Fig. 1: run 1, gate-type map
Scale: 6 px per um.
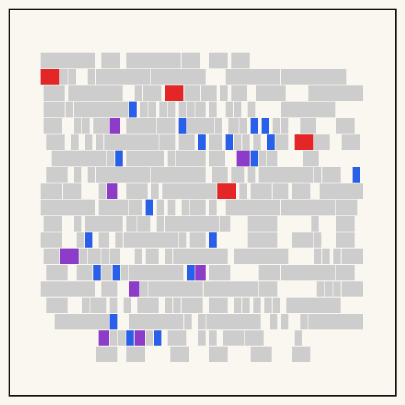
Fig. 2: run 1, congestion heat map
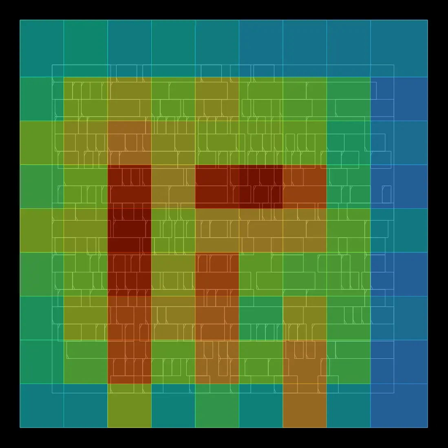
Fig. 3: run 1, wiring heat map
Scale: 6 px per um. The die is cut into 13 by 13 equal tiles; white is low, dark blue is high, scaled to the fullest tile. Values are wire area over tile area, all layers added.
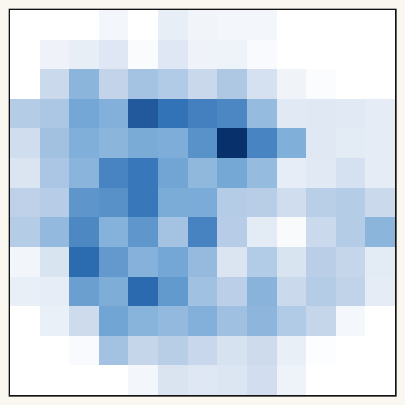
`src/rtl/alu_op_sequencer_if.sv`:
```
// Command, datapath and result signals of the ALU operation sequencer.
// The sequencer connects through the slave modport; upstream/downstream logic uses master.
interface alu_op_sequencer_if #(
    parameter int CNT_W = 8
);
    logic             i_valid;
    logic             o_ready;
    logic [2:0]       i_op;
    logic [3:0]       i_a;
    logic [3:0]       i_b;
    logic [2:0]       o_ctrl;
    logic [3:0]       o_dat_a;
    logic [3:0]       o_dat_b;
    logic [3:0]       i_mux_dat;
    logic             o_valid;
    logic             i_ready;
    logic [3:0]       o_result;
    logic             o_err;
    logic [CNT_W-1:0] o_op_cnt;

    modport slave (
        input  i_valid, i_op, i_a, i_b, i_mux_dat, i_ready,
        output o_ready, o_ctrl, o_dat_a, o_dat_b, o_valid, o_result, o_err, o_op_cnt
    );

    modport master (
        output i_valid, i_op, i_a, i_b, i_mux_dat, i_ready,
        input  o_ready, o_ctrl, o_dat_a, o_dat_b, o_valid, o_result, o_err, o_op_cnt
    );
endinterface

```
`src/rtl/alu_op_sequencer.sv`:
```
// Issues one ALU command to the gate-level datapath, waits SETTLE_CYCLES for it to
// propagate, captures the mux output and hands the result downstream.
module alu_op_sequencer #(
    parameter int SETTLE_CYCLES = 2,
    parameter int CNT_W         = 8
) (
    input  logic              i_clk,
    input  logic              i_rst,
    alu_op_sequencer_if.slave bus
);
    typedef enum logic [1:0] {
        S_IDLE   = 2'd0,
        S_SETTLE = 2'd1,
        S_DONE   = 2'd2
    } state_t;

    localparam logic [3:0] LP_SETTLE_LOAD = 4'(SETTLE_CYCLES - 1);

    state_t           r_state;
    state_t           w_next;
    logic [3:0]       r_cnt;
    logic [2:0]       r_ctrl;
    logic [3:0]       r_dat_a;
    logic [3:0]       r_dat_b;
    logic [3:0]       r_result;
    logic             r_err;
    logic             r_valid;
    logic [CNT_W-1:0] r_op_cnt;
    logic             w_legal;

    assign w_legal = (bus.i_op <= 3'd4);

    always_ff @(posedge i_clk or posedge i_rst) begin
        if (i_rst) r_state <= S_IDLE;
        else       r_state <= w_next;
    end

    // NOTE: w_next gets a default before the case so no path leaves it unassigned (no latch).
    always_comb begin
        w_next = r_state;
        case (r_state)
            S_IDLE:   if (bus.i_valid) w_next = w_legal ? S_SETTLE : S_DONE;
            S_SETTLE: if (r_cnt == 4'd0) w_next = S_DONE;
            S_DONE:   if (bus.i_ready) w_next = S_IDLE;
            default:  w_next = S_IDLE;
        endcase
    end

    always_ff @(posedge i_clk or posedge i_rst) begin
        if (i_rst) begin
            r_cnt    <= 4'd0;
            r_ctrl   <= 3'd0;
            r_dat_a  <= 4'd0;
            r_dat_b  <= 4'd0;
            r_result <= 4'd0;
            r_err    <= 1'b0;
            r_valid  <= 1'b0;
            r_op_cnt <= '0;
        end else begin
            case (r_state)
                S_IDLE: begin
                    if (bus.i_valid) begin
                        r_ctrl  <= bus.i_op;
                        r_dat_a <= bus.i_a;
                        r_dat_b <= bus.i_b;
                        if (w_legal) begin
                            r_cnt <= LP_SETTLE_LOAD;
                        end else begin
                            // Illegal opcodes skip the datapath and report immediately.
                            r_result <= 4'd0;
                            r_err    <= 1'b1;
                            r_valid  <= 1'b1;
                        end
                    end
                end
                S_SETTLE: begin
                    if (r_cnt == 4'd0) begin
                        r_result <= bus.i_mux_dat;
                        r_err    <= 1'b0;
                        r_valid  <= 1'b1;
                    end else begin
                        r_cnt <= r_cnt - 4'd1;
                    end
                end
                S_DONE: begin
                    if (bus.i_ready) begin
                        r_valid  <= 1'b0;
                        r_op_cnt <= r_op_cnt + 1'b1;
                    end
                end
                default: ;
            endcase
        end
    end

    assign bus.o_ready  = (r_state == S_IDLE);
    assign bus.o_ctrl   = r_ctrl;
    assign bus.o_dat_a  = r_dat_a;
    assign bus.o_dat_b  = r_dat_b;
    assign bus.o_result = r_result;
    assign bus.o_err    = r_err;
    assign bus.o_valid  = r_valid;
    assign bus.o_op_cnt = r_op_cnt;
endmodule

```
`src/flat_wrapper.sv`:
```
// flat-port wrapper written by rule: the top's interface ports become plain ports
module alu_op_sequencer_flat 
#(
    parameter int SETTLE_CYCLES = 2,
    parameter int CNT_W         = 8
)
  (i_clk, i_rst, bus_i_valid, bus_i_op, bus_i_a, bus_i_b, bus_i_mux_dat, bus_i_ready, bus_o_ready, bus_o_ctrl, bus_o_dat_a, bus_o_dat_b, bus_o_valid, bus_o_result, bus_o_err, bus_o_op_cnt);
  alu_op_sequencer_if #(.CNT_W(CNT_W)) bus_i ();
  input  logic i_clk;
  input  logic i_rst;
  input wire logic [$bits(bus_i.i_valid)-1:0] bus_i_valid;
  input wire logic [$bits(bus_i.i_op)-1:0] bus_i_op;
  input wire logic [$bits(bus_i.i_a)-1:0] bus_i_a;
  input wire logic [$bits(bus_i.i_b)-1:0] bus_i_b;
  input wire logic [$bits(bus_i.i_mux_dat)-1:0] bus_i_mux_dat;
  input wire logic [$bits(bus_i.i_ready)-1:0] bus_i_ready;
  output wire logic [$bits(bus_i.o_ready)-1:0] bus_o_ready;
  output wire logic [$bits(bus_i.o_ctrl)-1:0] bus_o_ctrl;
  output wire logic [$bits(bus_i.o_dat_a)-1:0] bus_o_dat_a;
  output wire logic [$bits(bus_i.o_dat_b)-1:0] bus_o_dat_b;
  output wire logic [$bits(bus_i.o_valid)-1:0] bus_o_valid;
  output wire logic [$bits(bus_i.o_result)-1:0] bus_o_result;
  output wire logic [$bits(bus_i.o_err)-1:0] bus_o_err;
  output wire logic [$bits(bus_i.o_op_cnt)-1:0] bus_o_op_cnt;
  assign bus_i.i_valid = bus_i_valid;
  assign bus_i.i_op = bus_i_op;
  assign bus_i.i_a = bus_i_a;
  assign bus_i.i_b = bus_i_b;
  assign bus_i.i_mux_dat = bus_i_mux_dat;
  assign bus_i.i_ready = bus_i_ready;
  assign bus_o_ready = bus_i.o_ready;
  assign bus_o_ctrl = bus_i.o_ctrl;
  assign bus_o_dat_a = bus_i.o_dat_a;
  assign bus_o_dat_b = bus_i.o_dat_b;
  assign bus_o_valid = bus_i.o_valid;
  assign bus_o_result = bus_i.o_result;
  assign bus_o_err = bus_i.o_err;
  assign bus_o_op_cnt = bus_i.o_op_cnt;
  alu_op_sequencer #(.SETTLE_CYCLES(SETTLE_CYCLES), .CNT_W(CNT_W)) u_core (.i_clk(i_clk), .i_rst(i_rst), .bus(bus_i));
endmodule
```
`config.mk`:
```
export PLATFORM = sky130hd
export DESIGN_NAME = alu_op_sequencer_flat
export DESIGN_NICKNAME = d
export VERILOG_FILES = /design/src/rtl/alu_op_sequencer_if.sv /design/src/rtl/alu_op_sequencer.sv /design/src/flat_wrapper.sv
export SDC_FILE = /design/constraint.sdc
export NUM_CORES = 1
export LEC_CHECK = 0
export ABC_AREA = 1
export CORE_MARGIN = 5
export CORE_UTILIZATION = 47
export CTS_BUF_LIST = sky130_fd_sc_hd__clkbuf_8
export CTS_CLUSTER_SIZE = 16
export DETAILED_ROUTE_END_ITERATION = 10
export PLACE_DENSITY = 0.93
export SYNTH_ARGS = -nofsm -noshare
export SYNTH_HDL_FRONTEND = slang
export SYNTH_SLANG_ARGS = --single-unit
```
`constraint.sdc`:
```
create_clock -name i_clk -period 1.3 [get_ports i_clk]
set_input_delay 0.26 -clock i_clk [delete_from_list [all_inputs] [get_ports i_clk]]
set_output_delay 0.26 -clock i_clk [all_outputs]
set_load 0.02 [all_outputs]
```
==> reports/qor.yml, run 1 <==
status: "finished, final reports clean"
clk_pin_slew_ns: 0.07
yosysTopAreaCellShare_pct: 56.21
leakage_nw: 1.187
ys_dominant_reg_cell: "dfrtp_1"
power_switching_share_pct: 40.22
grt_pass1_wl_mm: 5.195
grt_use_met3_pct: 4.203
non_clock_inverter_count: 19
fillers: 204
skew_ns: 0.008000
stdcell_count: 265
signal_buffers: 60
nWellTaps: 31
ys_sh_mux_pct: 0
diodes: 0
core_area_um2: 2781
power-top-group: "combinational cells"
final_util_pct: 76.11
fp_nets: 188
fp_util_pct: 49.62
p_clk_share_pct: 19.8
top_layer: "met4"
critPathMaxStageDelay_ns: 0.39
p_comb_mw: 2.33
slew_headroom_pct: 84.27
ys_cells: 167
dieHeight_um: 64.19
io_buffers: 44
numCtsBuffers: 5
clock_buffers: 6
antenna_found_initial: 0
placed_cell_area_um2: 1987
clock_net_power_uw: 972
syn_area_um2: 1380
logic_gates: 116
routed_via_density: 4.981
top_cells_by_count: "nand2_1 (79), dfrtp_1 (31), inv_1 (16)"
dp_hpwl_mm: 2.344
drive_gt1_share_pct: 16.67
root_buffer: "clkbuf_8"
maxSlewViolCount: 0
seqPwrFrac_pct: 32.7
path_depth: 1
largest_reg_flops: 8
synth-edff-count: 0
cts_hold_buf: 0
p_int_mw: 2.936
placed_cells: 257
p_total_mw: 4.911
setup_ws_ns: 0.04266
worstSetupStartpointType: "flop"
drt_iter0_markers: 47
r2r_cells: 5
tool_warnings: 27
ant_nets: 0
r2r_end: "u_core.r_cnt[2]"
use_met2_pct: 27.51
seq_share_pct: 36.64
yosysTopAreaCell: "dfrtp_1"
whs_ns: 0.3227
rows: 19
fin_nets: 254
ys_chip_area_um2: 1380
route.met2.wl_mm: 1.690
hold_class: "primary input to async pin"
ys_seq_share_pct: 56.21
syn_to_final_growth_pct: 53.40
fa_ha_area_share_pct: 1.813
gp_congestion: 0.8623
clk_latency_ns: 0.28
worst_ir_drop_vdd_uv: 2281
chipArea_um2: 4120
post_cts_buffers: 0
required_ns: 1.04
top_usage_layer: "met2"
max_cap_violations: 0
ys_warn_count: 0
p_comb_share_pct: 47.5
clock.fmax_mhz: 795.3
end_kind: "primary output"
wl_met1_mm: 1.420
critPathMaxFanout: 2
flop-count: 31
grt_use_met1_pct: 18.03
final_cell_mix: "nand2_1 (78), dfrtp_1 (31), dlygate4sd2_1 (25), clkdlybuf4s50_1 (18), buf_4 (16)"
crit_type: "flop to primary output"
cp.arrival_ns: 1.00
grt_pass1_vias: 1293
worst_pin_slew_ns: 0.2360
simple_gate_share_pct: 30.92
syn_avg_cell_area_um2: 8.264
largestClassByArea: "registers"
ys_sh_xor_pct: 2.539
cts.path.max_buffers: 2
wl_met3_um: 233
timing.critical_path.to: "bus_o_err"
grt_max_degree: 32
drt_first_pass_iters: 4
topCombFamilyByArea: "simple AND/OR/NAND/NOR gates"
fin_crit_ns: 1.257
p_per_area_nw_per_um2: 2320
clkCellAreaFrac_pct: 5.556
startpoint: "u_core.bus.o_err"
worstPathCellList: "dlygate4sd2_1"
-- Fig. 1 (at the start) --
inverters: marked blue, cells 19, most used inv_1. XOR/XNOR gates: marked red, cells 4. inverting AOI/OAI gates: marked purple, cells 8, most used o21ai_1.
logic share of the area: 27.13%
most used logic cell in the final layout: nand2_1

-- Fig. 2 (at the start) --
global-route usage over all layers: 15.60%
WL/cell: 12.74 um

-- Fig. 3 (at the start) --
The fullest tile reaches 0.50. 18% of the tiles are nearly empty. The densest ninth of the die: centre. The mean over all tiles is 0.13. 15% of the tiles are over half the peak. The emptiest ninth of the die: upper right.
via count: 1,320
drt total wl: 3.376 mm

Fig. 4: run 1, routed clock nets over the placement
Scale: 8 px per um.
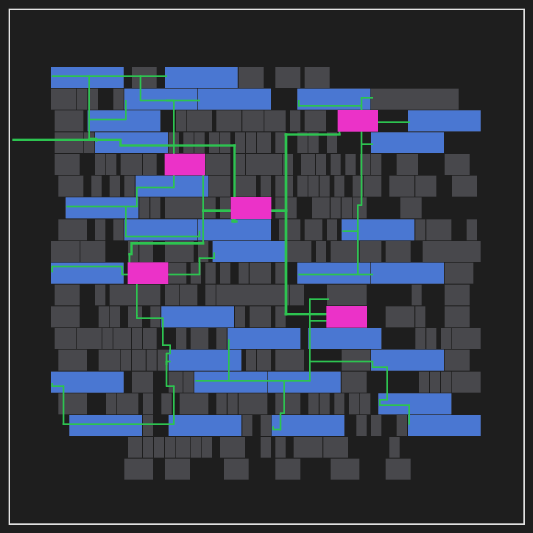

## Run 2: what changed since run 1
--- a/config.mk
+++ b/config.mk
@@ -11,7 +11,8 @@
 export CTS_BUF_LIST = sky130_fd_sc_hd__clkbuf_8
 export CTS_CLUSTER_SIZE = 16
 export DETAILED_ROUTE_END_ITERATION = 10
-export PLACE_DENSITY = 0.93
+export PLACE_DENSITY = 0.81
+export REMOVE_ABC_BUFFERS = 1
 export SYNTH_ARGS = -nofsm -noshare
 export SYNTH_HDL_FRONTEND = slang
 export SYNTH_SLANG_ARGS = --single-unit
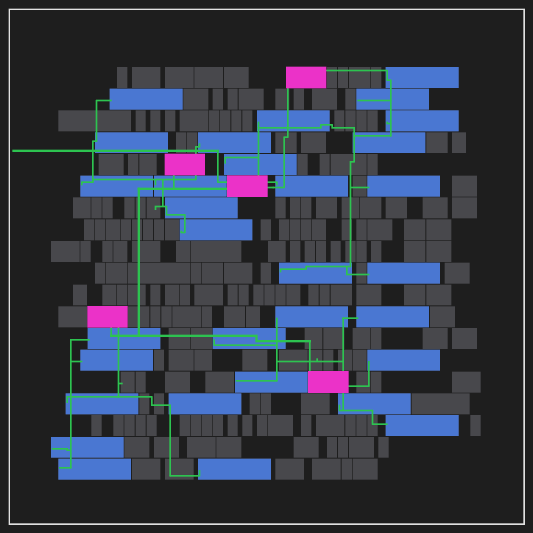
Fig. 5. Routed clock nets over the placement (run 2).
Scale: 8 px per um.
cells driving clock nets: marked magenta, count 5. flip-flops: marked blue, count 31. clock wires: marked green, length 373 um.
There are 6 routed clock nets.
Worst-Skew Late Latency: 0.29 ns
Clk. pwr: 725 uW
Max Clock Skew: 0.01049 ns
Clock Power Share: 15.5%

==> run 2 against run 1 <==
Effect of this change: critical path depth did not move; via count decreased by 0.38%; clock-buffer cell count decreased by 1; sequential share of layout area is 0.77 points higher; first-iteration DRC count shrank 13%; critical path type unchanged.
==> reports/qor.yml, run 2 <==
post_cts_buffers: 0
cts_hold_buf: 0
wire_per_inst_um: 13.45
logic_gates: 116
drt_first_pass_iters: 5
cts.path.max_buffers: 2
p_total_mw: 4.691
wl_met1_mm: 1.430
grt_pass1_wl_mm: 6.023
wl_mm: 3.564
worst_ir_drop_vdd_uv: 1599
clk_pin_slew_ns: 0.07
p_per_area_nw_per_um2: 2262
timing.critical_path.to: "bus_o_err"
seqPwrFrac_pct: 34.1
signal_buffers: 60
startpoint: "u_core.bus.o_err"
wl_met3_um: 189
ys_warn_count: 0
diodes: 0
use_met2_pct: 33.42
vias: 1315
routed_via_density: 4.962
tool_warnings: 26
seq_share_pct: 37.42
numCtsBuffers: 5
max_cap_violations: 0
syn_to_final_growth_pct: 50.23
core_area_um2: 2781
fp_util_pct: 49.62
top_layer: "met4"
io_buffers: 44
gp_congestion: 0.7959
r2r_cells: 7
ant_nets: 0
syn_area_um2: 1380
chipArea_um2: 4120
status: "finished, final reports clean"
drive_gt1_share_pct: 16.67
path_depth: 1
ys_sh_mux_pct: 0
grt_use_met1_pct: 20.70
drt_iter0_markers: 41
power_switching_share_pct: 42.65
fillers: 198
nWellTaps: 31
clkCellAreaFrac_pct: 4.043
end_kind: "primary output"
dp_hpwl_mm: 2.680
p_comb_share_pct: 50.4
leakage_nw: 1.164
route.met2.wl_mm: 1.920
largestClassByArea: "registers"
root_buffer: "clkbuf_8"
setup_ws_ns: 0.04076
crit_type: "flop to primary output"
synth-edff-count: 0
critPathMaxFanout: 2
maxSlewViolCount: 0
hold_class: "primary input to async pin"
placed_cells: 257
worstSetupStartpointType: "flop"
fa_ha_area_share_pct: 1.813
ys_dominant_reg_cell: "dfrtp_1"
whs_ns: 0.3164
r2r_end: "u_core.bus.o_result[1]"
critPathMaxStageDelay_ns: 0.39
simple_gate_share_pct: 30.92
stdcell_count: 265
lay_top_count: "nand2_1"
ys_cells: 167
grt_usage_pct: 18.65
ys_seq_share_pct: 56.21
fin_crit_ns: 1.259
ys_sh_xor_pct: 2.539
grt_use_met3_pct: 6.130
Power and IR drop assume default switching activity.
